<file path="config.mk">
export PLATFORM = sky130hd
export DESIGN_NAME = seg7_scan_driver_flat
export DESIGN_NICKNAME = d
export VERILOG_FILES = /design/src/rtl/seg7_scan_driver_pkg.sv /design/src/rtl/seg7_scan_driver_if.sv /design/src/rtl/seg7_scan_driver_hex_to_seg7.sv /design/src/rtl/seg7_scan_driver.sv /design/src/flat_wrapper.sv
export SDC_FILE = /design/constraint.sdc
export NUM_CORES = 1
export LEC_CHECK = 0
export CAP_MARGIN = 0
export CELL_PAD_IN_SITES_DETAIL_PLACEMENT = 2
export CELL_PAD_IN_SITES_GLOBAL_PLACEMENT = 2
export CORE_UTILIZATION = 35
export DETAILED_ROUTE_END_ITERATION = 16
export GPL_TIMING_DRIVEN = 0
export HOLD_SLACK_MARGIN = 0.03
export PLACE_DENSITY_LB_ADDON = 0.25
export SLEW_MARGIN = 10
export SYNTH_ARGS = -nofsm -noshare
export SYNTH_HDL_FRONTEND = slang
export SYNTH_SLANG_ARGS = --single-unit
</file>
<file path="constraint.sdc">
create_clock -name clk -period 6.7 [get_ports clk]
set_input_delay 1.34 -clock clk [delete_from_list [all_inputs] [get_ports clk]]
set_output_delay 1.34 -clock clk [all_outputs]
set_load 0.02 [all_outputs]
</file>
<file path="src/rtl/seg7_scan_driver_pkg.sv">
// Shared definitions for the 7-segment scan driver.
// Holds the digit count, the active-low hex glyph table, the blank codes, the
// load-word struct and a helper that produces the active-low anode select.
package seg7_pkg;

  localparam int DIGITS = 8;

  // All segments / all anodes released (display dark).
  localparam logic [6:0] SEG_OFF = 7'h7F;
  localparam logic [7:0] AN_OFF  = 8'hFF;

  // Active-low glyphs {g,f,e,d,c,b,a} for hex digits 0..F.
  localparam logic [6:0] SEG_HEX [16] = '{
    7'h40, 7'h79, 7'h24, 7'h30, 7'h19, 7'h12, 7'h02, 7'h78,
    7'h00, 7'h10, 7'h08, 7'h03, 7'h46, 7'h21, 7'h06, 7'h0E
  };

  // One display word together with its per-digit masks.
  typedef struct packed {
    logic [31:0] val;
    logic [7:0]  blank;
    logic [7:0]  dp;
  } word_t;

  // Active-low one-hot anode for digit idx.
  function automatic logic [7:0] an_select(input logic [2:0] idx);
    an_select = ~(8'h01 << idx);
  endfunction

endpackage

</file>
<file path="src/rtl/seg7_scan_driver_if.sv">
// Load bus into the scan driver.
//   value       : 32-bit word, digit i = value[4i+3:4i]
//   value_valid : one-cycle strobe that captures value and both masks
//   blank_mask  : bit i = 1 -> digit i dark
//   dp_mask     : bit i = 1 -> decimal point lit on digit i
// master drives the bus, slave (the scan driver) samples it.
interface seg7_scan_driver_if;

  logic [31:0]                 value;
  logic                        value_valid;
  logic [seg7_pkg::DIGITS-1:0] blank_mask;
  logic [seg7_pkg::DIGITS-1:0] dp_mask;

  modport master (output value, output value_valid, output blank_mask, output dp_mask);
  modport slave  (input  value, input  value_valid, input  blank_mask, input  dp_mask);

endinterface

</file>
<file path="src/rtl/seg7_scan_driver_hex_to_seg7.sv">
// Combinational hex-to-7-segment decoder.
//   hex_i : 4-bit nibble
//   seg_o : active-low segments {g,f,e,d,c,b,a}
module hex_to_seg7
  import seg7_pkg::*;
(
  input  logic [3:0] hex_i,
  output logic [6:0] seg_o
);

  assign seg_o = SEG_HEX[hex_i];

endmodule

</file>
<file path="src/rtl/seg7_scan_driver.sv">
// Tear-free time-multiplexed driver for an 8-digit common-anode 7-seg display.
// A loaded word waits in a pending register and is moved into the displayed
// (shadow) copy only at the end of the digit-7 slot, so a frame never mixes two
// words. Each digit slot starts with DEAD_CYC cycles of all anodes off.
// Ports:
//   clk        : system clock
//   reset      : asynchronous, active-low
//   load_if    : load bus (value, value_valid, blank_mask, dp_mask)
//   an         : anode enables, active-low, at most one low
//   seg        : segments {g,f,e,d,c,b,a}, active-low
//   dp         : decimal point, active-low
//   frame_done : one-cycle pulse following the last cycle of the digit-7 slot
module seg7_scan_driver
  import seg7_pkg::*;
#(
  parameter int REFRESH_DIV = 100000,
  parameter int DEAD_CYC    = 16
) (
  input  logic                     clk,
  input  logic                     reset,
  seg7_scan_driver_if.slave        load_if,
  output logic [7:0]               an,
  output logic [6:0]               seg,
  output logic                     dp,
  output logic                     frame_done
);

  localparam int              CNT_W   = $clog2(REFRESH_DIV);
  localparam logic [CNT_W-1:0] CNT_MAX = CNT_W'(REFRESH_DIV - 1);
  localparam logic [CNT_W-1:0] CNT_DEAD = CNT_W'(DEAD_CYC);

  logic [CNT_W-1:0] cnt_q, cnt_d;
  logic [2:0]       idx_q, idx_d;
  word_t            pend_q, pend_d;
  logic             pend_flag_q, pend_flag_d;
  word_t            sh_q, sh_d;
  word_t            strobe_s;
  logic             slot_end_s, boundary_s;
  logic [3:0]       digit_s;
  logic [6:0]       glyph_s;
  logic [7:0]       an_q, an_d;
  logic [6:0]       seg_q, seg_d;
  logic             dp_q, dp_d, frame_done_q;

  assign strobe_s   = '{val: load_if.value, blank: load_if.blank_mask, dp: load_if.dp_mask};
  assign slot_end_s = (cnt_q == CNT_MAX);
  assign boundary_s = slot_end_s && (idx_q == 3'(DIGITS - 1));

  // Slot timer and digit index; idx wraps 7 -> 0 naturally in 3 bits.
  always_comb begin
    if (slot_end_s) begin
      cnt_d = '0;
      idx_d = idx_q + 3'd1;
    end else begin
      cnt_d = cnt_q + CNT_W'(1);
      idx_d = idx_q;
    end
  end

  // Pending/shadow update: the shadow only changes on the frame boundary, and a
  // strobe landing on the boundary itself bypasses the pending stage.
  always_comb begin
    pend_d      = pend_q;
    pend_flag_d = pend_flag_q;
    sh_d        = sh_q;
    if (boundary_s && load_if.value_valid) begin
      sh_d        = strobe_s;
      pend_flag_d = 1'b0;
    end else if (boundary_s && pend_flag_q) begin
      sh_d        = pend_q;
      pend_flag_d = 1'b0;
    end else if (load_if.value_valid) begin
      pend_d      = strobe_s;
      pend_flag_d = 1'b1;
    end else begin
      pend_flag_d = pend_flag_q;
    end
  end

  assign digit_s = sh_q.val[{idx_q, 2'b00} +: 4];

  hex_to_seg7 u_hex (
    .hex_i (digit_s),
    .seg_o (glyph_s)
  );

  // Next display drive from the current slot state; dark during dead time or blanking.
  always_comb begin
    an_d  = AN_OFF;
    seg_d = SEG_OFF;
    dp_d  = 1'b1;
    if ((cnt_q < CNT_DEAD) || sh_q.blank[idx_q]) begin
      an_d  = AN_OFF;
      seg_d = SEG_OFF;
      dp_d  = 1'b1;
    end else begin
      an_d  = an_select(idx_q);
      seg_d = glyph_s;
      dp_d  = ~sh_q.dp[idx_q];
    end
  end

  // State and output registers.
  always_ff @(posedge clk or negedge reset) begin
    if (!reset) begin
      cnt_q        <= '0;
      idx_q        <= 3'd0;
      pend_q       <= '0;
      pend_flag_q  <= 1'b0;
      sh_q         <= '0;
      an_q         <= AN_OFF;
      seg_q        <= SEG_OFF;
      dp_q         <= 1'b1;
      frame_done_q <= 1'b0;
    end else begin
      cnt_q        <= cnt_d;
      idx_q        <= idx_d;
      pend_q       <= pend_d;
      pend_flag_q  <= pend_flag_d;
      sh_q         <= sh_d;
      an_q         <= an_d;
      seg_q        <= seg_d;
      dp_q         <= dp_d;
      frame_done_q <= boundary_s;
    end
  end

  assign an         = an_q;
  assign seg        = seg_q;
  assign dp         = dp_q;
  assign frame_done = frame_done_q;

endmodule

</file>
<file path="src/flat_wrapper.sv">
// flat-port wrapper written by rule: the top's interface ports become plain ports
module seg7_scan_driver_flat import seg7_pkg::*;
#(
  parameter int REFRESH_DIV = 100000,
  parameter int DEAD_CYC    = 16
)
  (clk, reset, an, seg, dp, frame_done, load_if_value, load_if_value_valid, load_if_blank_mask, load_if_dp_mask);
  seg7_scan_driver_if load_if_i ();
  input  logic clk;
  input  logic reset;
  output logic [7:0] an;
  output logic [6:0] seg;
  output logic dp;
  output logic frame_done;
  input wire logic [$bits(load_if_i.value)-1:0] load_if_value;
  input wire logic [$bits(load_if_i.value_valid)-1:0] load_if_value_valid;
  input wire logic [$bits(load_if_i.blank_mask)-1:0] load_if_blank_mask;
  input wire logic [$bits(load_if_i.dp_mask)-1:0] load_if_dp_mask;
  assign load_if_i.value = load_if_value;
  assign load_if_i.value_valid = load_if_value_valid;
  assign load_if_i.blank_mask = load_if_blank_mask;
  assign load_if_i.dp_mask = load_if_dp_mask;
  seg7_scan_driver #(.REFRESH_DIV(REFRESH_DIV), .DEAD_CYC(DEAD_CYC)) u_core (.clk(clk), .reset(reset), .load_if(load_if_i), .an(an), .seg(seg), .dp(dp), .frame_done(frame_done));
endmodule
</file>
==> impl_table.tex <==
% Auto-generated results table
\begin{tabular}{lr}
\hline
Metric & Value \\
\hline
\multicolumn{2}{l}{\textbf{Placement}} \\
Gpl congestion & 0.755 \\
Pre-CTS setup slack & about 2.9 ns \\
\multicolumn{2}{l}{\textbf{Power}} \\
Total net switching power & between 0.4 and 0.5 mW \\
Power drawn by the clock network & approximately 1.0 mW \\
Fraction of power spent switching nets & approximately a quarter \\
\multicolumn{2}{l}{\textbf{STA}} \\
Post-layout period usage & around half \\
Achievable frequency & 295 MHz \\
Max Slew Vio Count & 0 \\
\multicolumn{2}{l}{\textbf{Layout}} \\
Biggest area consumer among cell classes & sequential cells \\
Flop share of the area & between 40\% and 50\% \\
Clock network area share & 7.85\% \\
Nets & 663 \\
Fraction of area in multi-input gates & 35.1\% \\
Fill cell total of the finished layout & 1774 \\
\multicolumn{2}{l}{\textbf{Yosys}} \\
Synthesized-area fraction occupied by xor and xnor cells & 2.04\% \\
Adder Share, Synth & 2.33\% \\
Net count of the mapped netlist & approximately 580 \\
\multicolumn{2}{l}{\textbf{Critical path}} \\
Depth of the worst register-to-register path & 10 \\
Type of the worst setup path & in -> reg \\
Critical R2R Launch & u\_core.idx\_q[0]\$\_DFFE\_PN0N\_ \\
Critical Path Stages & 6 \\
\multicolumn{2}{l}{\textbf{GRT}} \\
Global routing met2 resource utilization & between 30\% and 40\% \\
Met3 capacity usage during global routing & approximately 3.8\% \\
\multicolumn{2}{l}{\textbf{Detailed routing}} \\
Top layer in use & met4 \\
Final antenna-violating net count & 0 \\
\multicolumn{2}{l}{\textbf{Outcome}} \\
Outcome & complete, no violations \\
\multicolumn{2}{l}{\textbf{Worst hold path}} \\
Hold Crit Start & u\_core.sh\_q[34]\$\_DFFE\_PN0P\_ \\
\hline
\end{tabular}
-- synthesized netlist by cell type (all sizes together), types with 5 or more instances --
library cell / count / share of area [%]
and2: 40 / 3.9
nand2: 22 / 1.3
buf: 20 / 2.1
a31oi: 40 / 3.9
dfstp: 16 / 6.5
inv: 11 / 0.64
xor2: 8 / 1.1
ha: 12 / 2.3
mux4: 10 / 3.5
nor3: 6 / 0.54
clkbuf: 17 / 0.99
nand4: 7 / 0.68
mux2i: 8 / 1.5
nor2: 19 / 1.3
mux2: 50 / 9.9
a221o: 8 / 1.2
a32o: 8 / 1.2
xnor2: 7 / 0.95
o2bb2ai: 40 / 5.4
o21ai: 5 / 0.56
nand3: 10 / 0.85
dfrtp: 118 / 46
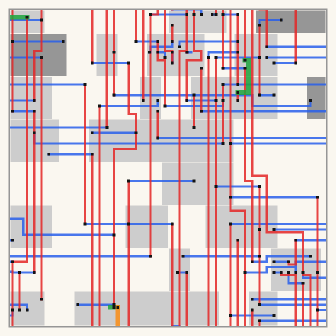
Figure 1: close-up of the layout.
Region (93, 93) to (113, 113) um. Cells in grey, sequential cells in the stronger grey; small squares are vias.
| colour | layer |
|---|---|
| blue | met1 |
| orange | met4 |
| red | met2 |
| green | met3 |
sequential cells in the window: 0
cells with their middle in the window: 15
most frequent: a221o_1 (2), ha_1 (2), clkbuf_16 (2)

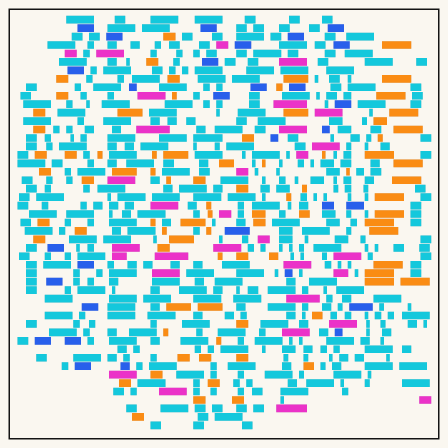
Figure 2: cells by drive strength.
| colour | size | cells | share | most used |
|---|---|---|---|---|
| magenta | drive 6 and up | 31 | 5.1% | clkbuf_16 |
| orange | drive 2 | 82 | 13% | mux2_2 |
| blue | drive 3 to 4 | 30 | 4.9% | mux2_4 |
| cyan | drive 1 or less | 470 | 77% | dfrtp_1 |

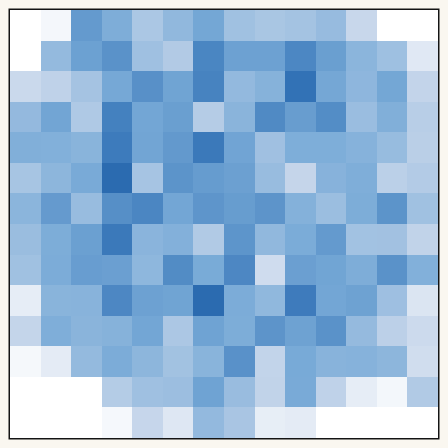
Figure 3: cell area per tile.
14 x 14 tiles, from white (low) to dark blue (high), 0 to 100% covered.
fullest tile: 76%
mean over tiles: 41%
nearly empty tiles: 7.1%
emptiest ninth of the die: lower left
tiles over 75% full: 1.0%

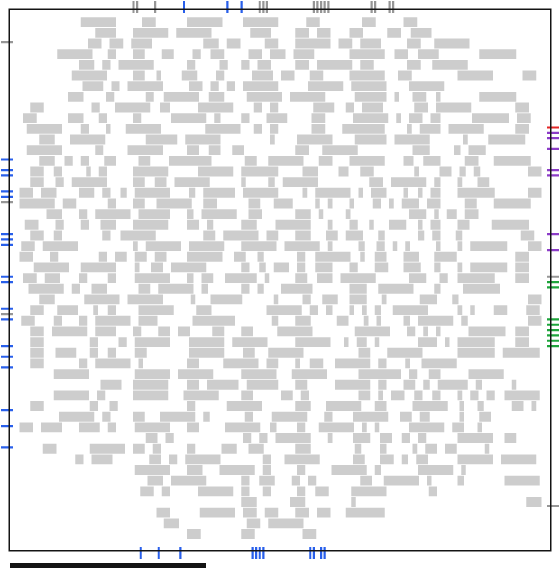
Figure 4: pin placement.
Bar = 50 um. Pins as bars across the die edge, other pins in grey.
| colour | port | pins | direction | edge |
|---|---|---|---|---|
| green | an | 8 | output | right |
| blue | load_if_value | 32 | input | 18 left, 11 bottom, 3 top |
| purple | seg | 7 | output | right |
| red | dp | 1 | output | right |
all pins by edge: 21 left, 18 right, 18 top, 11 bottom
number of buffer cells added on primary ports: 67
die width: 138 um
Chip Height: 138 um

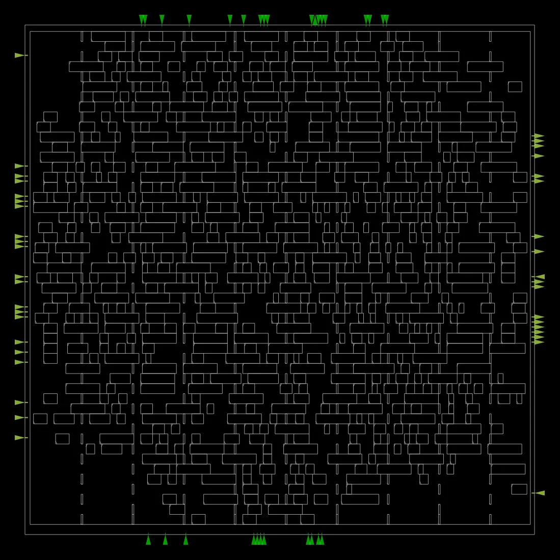
Figure 5: placed standard cells.
number of well taps: 229
Placement Rows: 49
Util after Layout: 44.8%

Power figures rest on the tool's default switching activity, not on a simulated workload.
